### Signal wires by layer, run 1

(4 px per um) Two of the layers only.
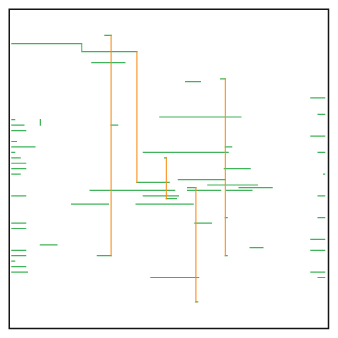
### Metal 1, run 1

(4 px per um) Supply wires on this layer in grey.
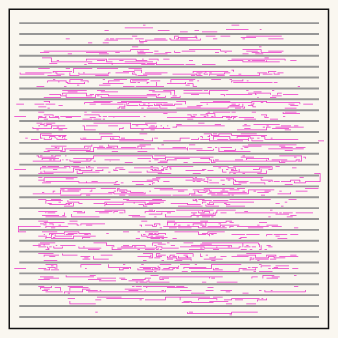
### Routing congestion map, run 1

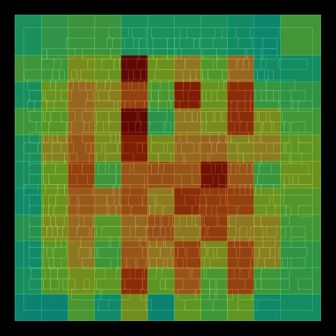
### src/rtl/seq_mac.sv
// seq_mac: sequential shift-and-add multiply(-accumulate), signed/unsigned per transaction.
// Latency: acceptance edge E0, WIDTH RUN edges, result and o_out_valid on edge E(WIDTH+1).
// Backpressure: o_in_ready only in IDLE; i_in_valid while busy is ignored, not queued.
// Build option: define MAC_ACCUM_EN to enable the accumulator adder and overflow flag.
module seq_mac #(
  parameter int WIDTH     = 8,
  parameter int ACC_WIDTH = 2*WIDTH+8
) (
  input  logic                 i_clk,
  input  logic                 i_rst,
  input  logic                 i_enable,
  input  logic                 i_in_valid,
  output logic                 o_in_ready,
  input  logic [WIDTH-1:0]     i_a,
  input  logic [WIDTH-1:0]     i_b,
  input  logic                 i_is_signed,
  input  logic                 i_acc_en,
  input  logic                 i_acc_clr,
  output logic [ACC_WIDTH-1:0] o_out,
  output logic                 o_out_valid,
  output logic                 o_busy,
  output logic                 o_overflow
);

  localparam int CW = $clog2(WIDTH+1);

  typedef enum logic [1:0] {S_IDLE, S_RUN, S_DONE} state_t;

  state_t               r_state;
  state_t               w_state_nxt;
  logic                 w_accept;

  logic [WIDTH-1:0]     r_mcand;
  logic [WIDTH-1:0]     r_mplier;
  logic [2*WIDTH-1:0]   r_pp;
  logic [CW-1:0]        r_cnt;
  logic                 r_sign;
  logic [ACC_WIDTH-1:0] r_out;
  logic                 r_out_valid;

  logic [WIDTH-1:0]     w_a_mag;
  logic [WIDTH-1:0]     w_b_mag;
  logic [WIDTH:0]       w_add;
  logic [ACC_WIDTH-1:0] w_p_mag;
  logic [ACC_WIDTH-1:0] w_p;

  // Magnitudes of the operands; -2^(WIDTH-1) negates to itself, which reads correctly as unsigned.
  assign w_a_mag = (i_is_signed && i_a[WIDTH-1]) ? (~i_a + WIDTH'(1)) : i_a;
  assign w_b_mag = (i_is_signed && i_b[WIDTH-1]) ? (~i_b + WIDTH'(1)) : i_b;

  // One shift-and-add step: conditional add into the upper half, carry kept as the new MSB.
  assign w_add   = {1'b0, r_pp[2*WIDTH-1:WIDTH]} + (r_mplier[0] ? {1'b0, r_mcand} : '0);

  // Magnitude product fits below the sign bit, so negating after zero-extension equals sign-extension.
  assign w_p_mag = ACC_WIDTH'(r_pp);
  assign w_p     = r_sign ? (~w_p_mag + ACC_WIDTH'(1)) : w_p_mag;

`ifdef MAC_ACCUM_EN
  logic                 r_is_signed;
  logic                 r_acc_en;
  logic                 r_acc_clr;
  logic                 r_overflow;
  logic [ACC_WIDTH:0]   w_sum;
  logic                 w_ovf;

  // Accumulator add; overflow is the carry (unsigned) or a same-sign add changing sign (signed).
  assign w_sum = {1'b0, r_out} + {1'b0, w_p};
  assign w_ovf = r_is_signed
               ? ((r_out[ACC_WIDTH-1] == w_p[ACC_WIDTH-1]) && (w_sum[ACC_WIDTH-1] != r_out[ACC_WIDTH-1]))
               : w_sum[ACC_WIDTH];
  assign o_overflow = r_overflow;

  // Capture per-transaction accumulate controls at acceptance; reset clears the sticky flag.
  always_ff @(posedge i_clk) begin
    if (i_rst) begin
      r_is_signed <= 1'b0;
      r_acc_en    <= 1'b0;
      r_acc_clr   <= 1'b0;
      r_overflow  <= 1'b0;
    end else if (i_enable) begin
      if (w_accept) begin
        r_is_signed <= i_is_signed;
        r_acc_en    <= i_acc_en;
        r_acc_clr   <= i_acc_clr;
      end
      if (r_state == S_DONE) begin
        if (r_acc_en && !r_acc_clr) r_overflow <= r_overflow | w_ovf;
        else                        r_overflow <= 1'b0;
      end
    end
  end
`else
  logic w_unused;
  assign w_unused   = ^{i_acc_en, i_acc_clr};
  assign o_overflow = 1'b0;
`endif

  // Next-state decode: accept in IDLE, leave RUN after WIDTH steps, DONE lasts one enabled edge.
  always_comb begin
    w_state_nxt = r_state;
    w_accept    = 1'b0;
    case (r_state)
      S_IDLE: if (i_in_valid && i_enable) begin
        w_accept    = 1'b1;
        w_state_nxt = S_RUN;
      end
      S_RUN:  if (i_enable && (r_cnt == CW'(WIDTH-1))) w_state_nxt = S_DONE;
      S_DONE: if (i_enable) w_state_nxt = S_IDLE;
      default: w_state_nxt = S_IDLE;
    endcase
  end

  // State register; disabled cycles freeze the FSM.
  always_ff @(posedge i_clk) begin
    if (i_rst)         r_state <= S_IDLE;
    else if (i_enable) r_state <= w_state_nxt;
  end

  // Datapath: capture at acceptance, iterate in RUN, publish in DONE.
  // o_out_valid is a pulse and drops on the following edge even if enable is low.
  always_ff @(posedge i_clk) begin
    if (i_rst) begin
      r_mcand     <= '0;
      r_mplier    <= '0;
      r_pp        <= '0;
      r_cnt       <= '0;
      r_sign      <= 1'b0;
      r_out       <= '0;
      r_out_valid <= 1'b0;
    end else begin
      r_out_valid <= 1'b0;
      if (i_enable) begin
        case (r_state)
          S_IDLE: if (w_accept) begin
            r_mcand  <= w_a_mag;
            r_mplier <= w_b_mag;
            r_sign   <= i_is_signed & (i_a[WIDTH-1] ^ i_b[WIDTH-1]);
            r_pp     <= '0;
            r_cnt    <= '0;
          end
          S_RUN: begin
            r_pp     <= {w_add, r_pp[WIDTH-1:1]};
            r_mplier <= r_mplier >> 1;
            r_cnt    <= r_cnt + CW'(1);
          end
          S_DONE: begin
`ifdef MAC_ACCUM_EN
            if (r_acc_en && !r_acc_clr) r_out <= w_sum[ACC_WIDTH-1:0];
            else                        r_out <= w_p;
`else
            r_out <= w_p;
`endif
            r_out_valid <= 1'b1;
          end
          default: ;
        endcase
      end
    end
  end

  assign o_in_ready  = (r_state == S_IDLE);
  assign o_busy      = (r_state != S_IDLE);
  assign o_out       = r_out;
  assign o_out_valid = r_out_valid;

endmodule

### config.mk
export PLATFORM = sky130hd
export DESIGN_NAME = seq_mac
export DESIGN_NICKNAME = d
export VERILOG_FILES = /design/src/rtl/seq_mac.sv
export SDC_FILE = /design/constraint.sdc
export NUM_CORES = 1
export LEC_CHECK = 0
export CAP_MARGIN = 5
export CORE_MARGIN = 2
export CORE_UTILIZATION = 58
export CTS_CLUSTER_DIAMETER = 120
export DETAILED_ROUTE_END_ITERATION = 8
export GPL_ROUTABILITY_DRIVEN = 0
export PLACE_DENSITY = 0.86
export SLEW_MARGIN = 20
export SYNTH_ARGS = -nofsm -noshare
export SYNTH_HDL_FRONTEND = slang
export SYNTH_SLANG_ARGS = --single-unit
export TNS_END_PERCENT = 100
### constraint.sdc
create_clock -name i_clk -period 4.7 [get_ports i_clk]
set_clock_uncertainty 0.05 [all_clocks]
set_input_delay 0.94 -clock i_clk [delete_from_list [all_inputs] [get_ports i_clk]]
set_output_delay 0.94 -clock i_clk [all_outputs]
set_load 0.01 [all_outputs]
==> deck_impl_summary.md, run 1 <==
Physical Implementation Snapshot

Synthesis
  • Cells in synth_stat.txt: ~400
  • Post-Synthesis Cell Area: 3300 um^2
  • XOR-XNOR Cells, Area Fraction: 0.0769
  • Mux share: 0.00606

Clock network
  • Post-CTS Repair Setup Buffers: 0

Setup path
  • Crit-path slowest cell: clkdlybuf4s50_1
  • CP Depth: 6

GRT
  • Largest net degree at the start of global routing: ~63

Min path
  • Hold crit path type: reg -> reg
  • Hold-critical path depth: 2

Place
  • Port Buffers: about 47
  • Placed inst area: around 3800 um^2

Final layout
  • Top cells excl fill/tap: 64 x dfxtp_1, 58 x nor2_1, 46 x clkdlybuf4s50_1, 42 x a21oi_1, 36 x nand2_1
  • Post-route cell area: 4050 um^2
  • Most used logic cell in the final layout: dfxtp_1
  • Fill count: approximately 440

Die
  • N_taps: 72

Routing
  • Routed wl met3: around 320 um
  • WL/cell: between 10 and 15 um
  • Via density: roughly 5.7

Status
  • Status: finished clean

Final timing
  • Part of the cycle the worst path needs: 0.541

Pwr
  • P_leak: about 1.5 nW
Back to the opening pictures, 'Signal wires by layer':
[metal 3] green | wire length: 318 um
[metal 4] orange | wire length: 171 um

Back to the opening pictures, 'Metal 1':
share of all routed wire: 43%
nets with wire on the layer: 432
main direction: horizontal
wire length on this layer: 3070 um
longest straight run: 21.6 um

Back to the opening pictures, 'Routing congestion map':
Final Util: 0.735
gr usage total: 0.238
busiest grt layer: met2
routing usage on met3: 0.0385
GR Util met2: 0.433

### Layout detail, run 1

Region (25, 41) to (55, 71) um. Cells in grey, sequential cells in the stronger grey; small squares are vias.
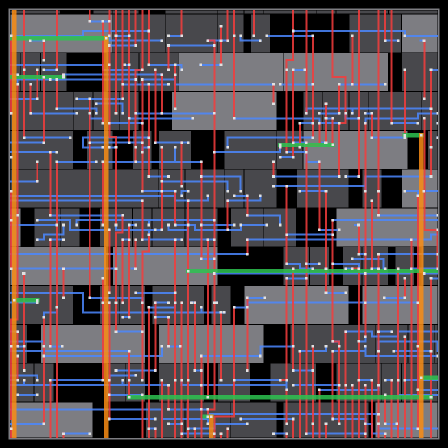

==> inputs of run 2 (changes only) <==
--- a/config.mk
+++ b/config.mk
@@ -7,11 +7,11 @@
 export LEC_CHECK = 0
 export CAP_MARGIN = 5
 export CORE_MARGIN = 2
-export CORE_UTILIZATION = 58
+export CORE_UTILIZATION = 54
 export CTS_CLUSTER_DIAMETER = 120
 export DETAILED_ROUTE_END_ITERATION = 8
 export GPL_ROUTABILITY_DRIVEN = 0
-export PLACE_DENSITY = 0.86
+export PLACE_DENSITY = 0.81
 export SLEW_MARGIN = 20
 export SYNTH_ARGS = -nofsm -noshare
 export SYNTH_HDL_FRONTEND = slang
==> constraint.sdc (replaced) <==
create_clock -name i_clk -period 2.45 [get_ports i_clk]
set_clock_uncertainty 0.05 [all_clocks]
set_input_delay 0.49 -clock i_clk [delete_from_list [all_inputs] [get_ports i_clk]]
set_output_delay 0.49 -clock i_clk [all_outputs]
set_load 0.01 [all_outputs]
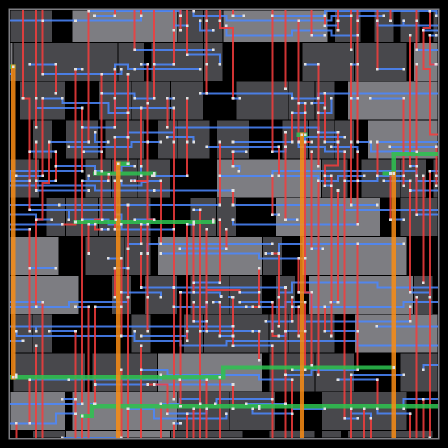
*Layout detail, run 2*
Region (26, 43) to (56, 73) um. Cells in grey, sequential cells in the stronger grey; small squares are vias.
[metal 4] orange
[metal 1] blue
[metal 3] green
[metal 2] red
sequential cells in the window: 14
netlist names of flops here include: `o_out` (5), `r_cnt` (4), `r_pp` (2)
most frequent: dfxtp_1 (14), nand2_1 (12)
cells with their middle in the window: 80

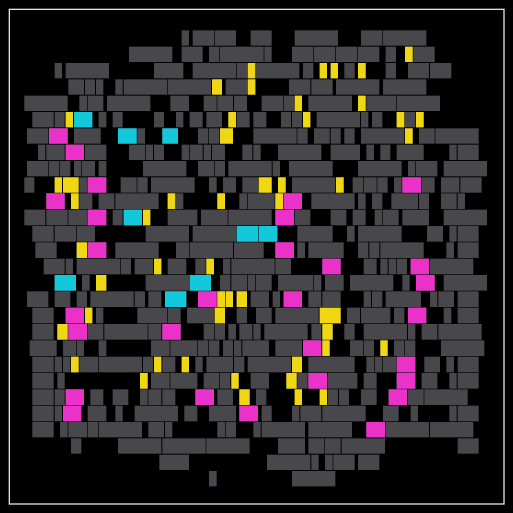
*Gate families picked out, run 2*
(6 px per um)
[XOR/XNOR gates] magenta | cells: 29 | most used: xnor2_1
[NAND gates] yellow | cells: 50 | most used: nand2_1
[AND-OR and OR-AND gates] cyan | cells: 9 | most used: a32o_1

==> deck_impl_summary.md, run 2 <==
Physical Implementation Snapshot

Pwr
  • P_leak: 1.53 nW
  • Psw: 0.566 mW
  • PwrDens: about 520 nW/um^2
  • Comb. pwr: ~0.21 mW

Min path
  • Hold crit path type: reg -> reg
  • Min-delay src: o_out[20]
  • Hold-critical path depth: 2

Synthesis
  • Mux share: 0.00606
  • XOR-XNOR Cells, Area Fraction: 0.0769
  • Cells in synth_stat.txt: 399

Final layout
  • Top cells excl fill/tap: 64 x dfxtp_1, 58 x nor2_1, 46 x clkdlybuf4s50_1, 42 x a21oi_1, 36 x nand2_1
  • Post-route cell area: 4040 um^2
  • Final Util: 0.682
  • Most used logic cell in the final layout: dfxtp_1
  • Fill count: just over 500

Clock network
  • CTS tree: done
  • PostCTS Resize Cnt: 0
  • Root Buffer: clkbuf_8
  • Post-CTS Repair Setup Buffers: 0

Status
  • Status: finished clean

GRT
  • Routing usage on met3: 0.0380
  • Largest net degree at the start of global routing: 31
  • Gr usage total: 0.236
  • Busiest grt layer: met2

Setup path
  • CP Depth: 8
  • Crit start category: register
  • Crit-path slowest cell: fa_1
  • CP Cell Sequence: and2_1 > ha_1 > fa_1 > a21oi_1 > o21ai_0 > a21oi_1 > xnor2_1 > a32o_1

Place
  • Port Buffers: 47
  • Placed inst area: roughly 3900 um^2

Final timing
  • Part of the cycle the worst path needs: 0.884
  • Worst slew pin tran: a little under 0.7 ns
  • FMAX: about 460 MHz
  • Worst hold slack: about 0.4 ns

Routing
  • WL/cell: around 14 um
  • Via density: ~5.7
  • Routed wl met3: around 270 um

Die
  • N_taps: between 70 and 80
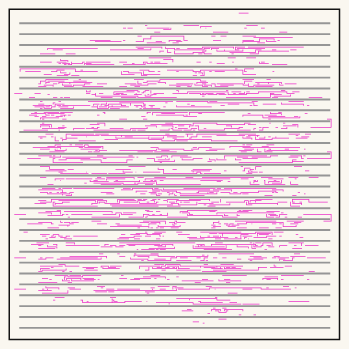
*Metal 1, run 2*
(4 px per um) Supply wires on this layer in grey.
longest straight run: 21.2 um
share of all routed wire: 44%
main direction: horizontal
nets with wire on the layer: 433

### Routing congestion map, run 2

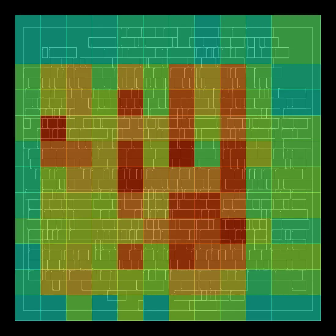

==> inputs of run 3 (changes only) <==
--- a/config.mk
+++ b/config.mk
@@ -8,10 +8,9 @@
 export CAP_MARGIN = 5
 export CORE_MARGIN = 2
 export CORE_UTILIZATION = 54
-export CTS_CLUSTER_DIAMETER = 120
 export DETAILED_ROUTE_END_ITERATION = 8
 export GPL_ROUTABILITY_DRIVEN = 0
-export PLACE_DENSITY = 0.81
+export PLACE_DENSITY = 0.88
 export SLEW_MARGIN = 20
 export SYNTH_ARGS = -nofsm -noshare
 export SYNTH_HDL_FRONTEND = slang
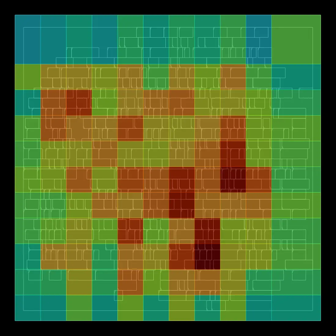
*Routing congestion map, run 3*
WL/cell: 14.0 um
gr usage total: 0.238

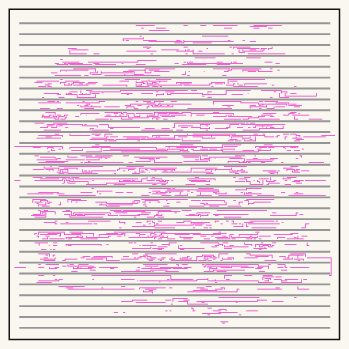
*Metal 1, run 3*
(4 px per um) Supply wires on this layer in grey.
wire length on this layer: 3150 um
longest straight run: 19.8 um

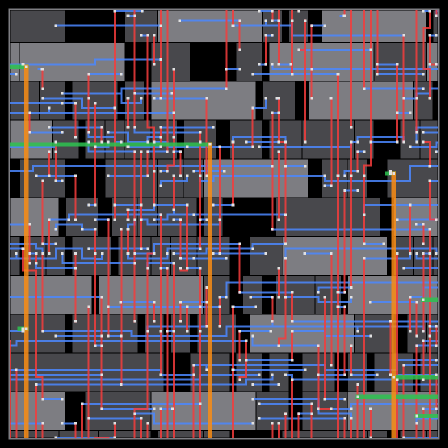
*Layout detail, run 3*
Region (26, 43) to (56, 73) um. Cells in grey, sequential cells in the stronger grey; small squares are vias.
[metal 2] red
[metal 4] orange
[metal 3] green
[metal 1] blue
sequential cells in the window: 15
cells with their middle in the window: 84
netlist names of flops here include: `o_out` (5), `r_pp` (3), `r_cnt` (2)
most frequent: dfxtp_1 (15), nand2_1 (12), nor2_1 (9)

==> deck_impl_summary.md, run 3 <==
Physical Implementation Snapshot

Status
  • Status: finished clean

Setup path
  • CP Depth: 8
  • Crit-path slowest cell: fa_1
  • CP Cell Sequence: and2_1 > ha_1 > fa_1 > a21oi_1 > o21ai_0 > a21oi_1 > xnor2_1 > a32o_1
  • Crit start category: register

Pwr
  • P_leak: 1.57 nW
  • Psw: ~0.53 mW

Min path
  • Hold crit path type: reg -> reg
  • Hold-critical path depth: 2

Clock network
  • Root Buffer: clkbuf_8

GRT
  • Busiest grt layer: met2
  • GR Util met2: 0.423

Routing
  • Routed wl met3: around 330 um
  • Via density: 5.76

Final layout
  • Post-route cell area: roughly 4100 um^2

Place
  • Port Buffers: 47
  • Placed inst area: between 3000 and 4000 um^2

Final timing
  • Worst hold slack: between 0.4 and 0.5 ns
  • FMAX: roughly 460 MHz

Synthesis
  • XOR-XNOR Cells, Area Fraction: 0.0769
  • Post-Synthesis Cell Area: ~3300 um^2
No activity file was given, so power comes from the tool's default toggle rates.
